### src/rtl/odd_wb_merge.sv
// Odd-pipe write-back merge: queues permute and load/store results in program order and presents
// one registered RF write per cycle. Define ODD_WB_FWD_EN to enable the pending-write lookup.
module odd_wb_merge #(
   parameter int DEPTH        = 8,
   parameter int STALL_MARGIN = 5
) (
   input  logic         clk,
   input  logic         reset,
   input  logic [0:127] perm_rt,
   input  logic [0:6]   perm_rt_addr,
   input  logic         perm_reg_write,
   input  logic [0:127] ls_rt,
   input  logic [0:6]   ls_rt_addr,
   input  logic         ls_reg_write,
   input  logic         rf_ready,
   output logic         rf_wr_en,
   output logic [0:6]   rf_wr_addr,
   output logic [0:127] rf_wr_data,
   output logic         stall,
   output logic         overflow,
   input  logic [0:6]   fwd_addr,
   output logic         fwd_hit,
   output logic [0:127] fwd_data
);

   localparam int PW = $clog2(DEPTH);
   localparam int CW = PW + 1;

   logic [0:127]  data_q [DEPTH];
   logic [0:6]    addr_q [DEPTH];
   logic [PW-1:0] wr_ptr;
   logic [PW-1:0] rd_ptr;
   logic [PW-1:0] ls_ptr;
   logic [CW-1:0] count;
   logic [CW-1:0] free_slots;
   logic          load;
   logic          deq;
   logic          perm_acc;
   logic          ls_acc;

   // Free space includes the slot released by a same-cycle dequeue; perm claims first (older).
   always_comb begin
      load       = !rf_wr_en || rf_ready;
      deq        = load && (count != '0);
      free_slots = CW'(DEPTH) - count + CW'(deq);
      perm_acc   = perm_reg_write && (free_slots != '0);
      ls_acc     = ls_reg_write && (free_slots > CW'(perm_acc));
      ls_ptr     = wr_ptr + PW'(perm_acc);
   end

   always_ff @(posedge clk or negedge reset) begin
      if (!reset) begin
         wr_ptr     <= '0;
         rd_ptr     <= '0;
         count      <= '0;
         overflow   <= 1'b0;
         rf_wr_en   <= 1'b0;
         rf_wr_addr <= '0;
         rf_wr_data <= '0;
      end else begin
         wr_ptr <= wr_ptr + PW'(perm_acc) + PW'(ls_acc);
         if (deq) rd_ptr <= rd_ptr + PW'(1);
         count <= count + CW'(perm_acc) + CW'(ls_acc) - CW'(deq);
         if ((perm_reg_write && !perm_acc) || (ls_reg_write && !ls_acc)) overflow <= 1'b1;
         if (load) begin
            rf_wr_en <= deq;
            if (deq) begin
               rf_wr_addr <= addr_q[rd_ptr];
               rf_wr_data <= data_q[rd_ptr];
            end
         end
      end
   end

   always_ff @(posedge clk) begin
      if (perm_acc) begin
         data_q[wr_ptr] <= perm_rt;
         addr_q[wr_ptr] <= perm_rt_addr;
      end
      if (ls_acc) begin
         data_q[ls_ptr] <= ls_rt;
         addr_q[ls_ptr] <= ls_rt_addr;
      end
   end

   assign stall = (32'(DEPTH) - 32'(count)) < 32'(STALL_MARGIN);

`ifdef ODD_WB_FWD_EN
   logic [PW-1:0] fwd_idx;

   // Scan oldest to youngest so the last match (youngest) wins.
   always_comb begin
      fwd_hit  = 1'b0;
      fwd_data = '0;
      fwd_idx  = '0;
      if (rf_wr_en && (rf_wr_addr == fwd_addr)) begin
         fwd_hit  = 1'b1;
         fwd_data = rf_wr_data;
      end
      for (int unsigned i = 0; i < DEPTH; i++) begin
         fwd_idx = rd_ptr + PW'(i);
         if ((CW'(i) < count) && (addr_q[fwd_idx] == fwd_addr)) begin
            fwd_hit  = 1'b1;
            fwd_data = data_q[fwd_idx];
         end
      end
   end
`else
   logic unused_fwd_addr;

   assign unused_fwd_addr = ^fwd_addr;
   assign fwd_hit         = 1'b0;
   assign fwd_data        = '0;
`endif

endmodule

### config.mk
export PLATFORM = sky130hd
export DESIGN_NAME = odd_wb_merge
export DESIGN_NICKNAME = d
export VERILOG_FILES = /design/src/rtl/odd_wb_merge.sv
export SDC_FILE = /design/constraint.sdc
export NUM_CORES = 2
export LEC_CHECK = 0
export CAP_MARGIN = 20
export CORE_MARGIN = 2
export CORE_UTILIZATION = 40
export DETAILED_ROUTE_END_ITERATION = 12
export GPL_ROUTABILITY_DRIVEN = 1
export GPL_TIMING_DRIVEN = 0
export PLACE_DENSITY = 0.69
export SLEW_MARGIN = 20
export SYNTH_ARGS = -nofsm -noshare
export SYNTH_HDL_FRONTEND = slang
export SYNTH_SLANG_ARGS = --single-unit
export TNS_END_PERCENT = 5
### constraint.sdc
create_clock -name clk -period 36.1 [get_ports clk]
set_input_delay 10.83 -clock clk [delete_from_list [all_inputs] [get_ports clk]]
set_output_delay 10.83 -clock clk [all_outputs]
set_load 0.005 [all_outputs]
==> qor_table.md <==
| Group | Parameter | Reported |
| --- | --- | --- |
| yosys | Adders+Majority by Area | 0.359% |
| yosys | Gate Count Post-Synth | 3,437 |
| clock tree | Clock sink count | 1,227 |
| finish | Signal buffers share of area | 11.4% |
| power | Seq. pwr | 0.00236 W |
| placement | Placer congestion estimate | 0.758 |
| finish | # diodes | 33 |
| setup path | Worst EP arrival | 16.47 ns |
| route | First DRT Iteration DRCs | 3,363 |
| placement | DP Cell Count | 6,122 |
| finish | Final design utilization | 49.2% |
| finish | Logic area | 22,000 sq um |
| power | Switching share of power | 34.1% |
| sta | Fin Clk Skew | 0.0303 ns |
| die | Site Rows | 142 |
| finish | MI comb cells | 1,971 |
| run | Tool warning count | 36 |
| global routing | Pin count of the biggest net entering global routing | 75 |
| setup path | Category of cells accounting for the largest share of critical-path delay | buffers and inverters |
| clock tree | Clock Path Buffers | 3 |
| sta | Setup TNS | 0 ns |
| global routing | Overall global routing resource usage | 23.6% |
| yosys | Tally of yosys warning messages | 0 |
| finish | Number of sequential cells in the layout | 1,227 |
| clock tree | Clock-pin slew on the worst setup and hold paths | 0.07 ns |
| power | Clock network fraction of design power | 21.3% |
| finish | Fraction of area in clock buffers and inverters | 5.91% |
| yosys | AND/OR/NAND/NOR Cells, Area Fraction | 1.22% |
| power | Comb pwr share | 42.2% |
| finish | Logic share of the area | 30.0% |
| finish | Non-clock buffer count in the final layout | 899 |
| yosys | Seq/Total Area, Yosys | 60.2% |
| yosys | Chip area from the yosys synthesis statistics | 60,000 sq um |
| power | Cell Int Power | 0.00425 W |
| hold path | Min-Delay Path Depth | 1 |
| power | Maximum VDD drop | 0.0000526 V |
| sta | Hold violation total from the final report | 0 |
| setup path | Crit. End Element | flop |
| power | Sequential group share of total power | 36.5% |
| clock tree | Clock buffers created by TritonCTS | 138 |
| power | PnR Total Power | 0.00645 W |
| finish | Final Non-Filler Cells | 6,411 |
| die | Horizontal extent of the die | 391 um |
| finish | Register area | 36,100 sq um |
| global routing | Overflow after GRT | 0 |
| global routing | First-pass GRT wire length | 258 mm |
| clock tree | CTS tree | done |
| sta | Max-slew headroom at the worst pin | 25.5% |
| setup path | FF-to-FF path depth | 26 |
| yosys | Number of register bits inferred by synthesis | 1,227 |
| yosys | Area share of and-or/or-and cells after synthesis | 1.37% |
| die | Die height | 391 um |
| route | Per-cell via count in the routed design | 5.44 |
| status | Run status | complete, no violations |
| die | Core box area | 149,000 sq um |
| die | Tap cell count | 2,016 |
| clock tree | Clock latency reported for the late side of the worst-skew pair | 0.78 ns |
| hold path | Worst Hold Class | flop to flop |
| finish | CLK BUF | 192 |
| yosys | XOR Share, Synth | 0.159% |
| finish | Final nets | 4,545 |
| run | Number of maximum-capacitance constraint violations | 0 |
| power | Pwr Density | 87.7 nW/um^2 |
| sta | Transition time at the pin with the least slew margin | 1.12 ns |
| power | Combinational group power | 0.00272 W |
| setup path | Logic depth of the worst path, buffers included | 25 |
| finish | Sequential share of cell area | 49.1% |
| route | Number of nets with antenna violations after detailed routing | 0 |
| clock tree | Gates resized, CTS repair | 0 |
| setup path | WP data required | 36.56 ns |
| sta | Final number of setup-violating endpoints | 0 |
| yosys | Synth unique cells | 44 |
| sta | Final worst path period need | 16.02 ns |
| setup path | Category of the most critical setup path | input pin to flop |
## worst paths after layout
kind	start	end	slack, ns
min in group asynchronous	reset	rf_wr_data[8]	9.85
max in group asynchronous	reset	rf_wr_addr[0]	25.50
setup / recovery	rf_ready	data_q[5][57]	20.08
setup reg to reg	count[3]	data_q[5][57]	29.95
hold / removal	overflow	overflow	0.48
hold reg to reg	overflow	overflow	0.48
## flip-flops by register name, summed over array words and instances, names as in the netlist, 3 cells and up
register    count
rf_wr_addr      7
wr_ptr          3
rd_ptr          3
count           4
data_q       1024
addr_q         56
rf_wr_data    128
## cell usage in the layout, fill, tap and decap left out, drive strengths merged, types with 8 or more instances in the layout
cell and n:
clkbuf 243, mux2i 135, mux2 1081, dfrtp 147
conb 129, nor2 138, mux4 270, nand2 8
diode 33, a21oi 142, xnor2 8, ha 14
edfxtp 1080, clkdlybuf4s50 410, clkinv 47, buf 438
inv 20
## synthesized netlist by cell type (all sizes together), types with 3 or more instances
master,n
a21oi,142
nand3b,3
clkbuf,51
nand4,4
xnor2,8
dfrtp,147
mux4,270
o21ai,4
nand2,8
nor2,138
nand3,5
edfxtp,1080
nor3,3
inv,10
o21bai,7
mux2,1081
ha,14
buf,306
mux2i,135
## stage by stage
stage / area, sq um / setup WS [ns]
6_report: 73500 / 20.08
5_1_grt: 73500 / 19.74
4_1_cts: 73400 / 19.52
3_5_place_dp: 69100 / 18.72
3_3_place_gp: 67100 / -8.43
2_1_floorplan: 60500 / 9.57
## metal layers
layer / global-route usage, % / part of all wire, % / wire (um) / up-vias
li1: - / - / - / 15100
met1: 30.7 / 40 / 73000 / 18100
met2: 38.3 / 48 / 87500 / 1382
met3: 5.86 / 8.2 / 14800 / 307
met4: 8.06 / 3.0 / 5470 / 44
met5: 0 / 0.17 / 301 / -
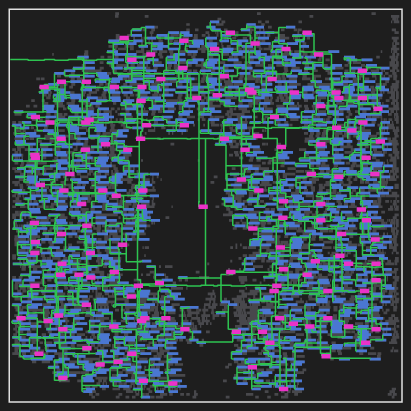
*Clock distribution*
(1 px per um)
legend:
  blue:
    item: flip-flops
    count: 1,227
  green:
    item: clock wires
    length: 16,600 um
  magenta:
    item: clock drivers
    count: 138
routed clock nets: 139
flops lie: spread over the die

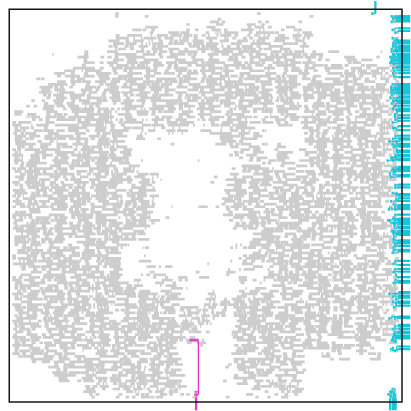
*Port wiring*
(1 px per um)
legend:
  magenta:
    port: `rf_wr_en`
    bits: 1
    direction: output
    edge: south
    end_cells: 1
    buffers: 1
    wire: 67.9 um
  cyan:
    port: `fwd_data`
    bits: 128
    direction: output
    edge: 122 east, 5 south, 1 north
    end_cells: 128
    buffers: 128
    wire: 944 um
Top Ports: 549
buffers added on ports: 411

Power and IR drop assume default switching activity.
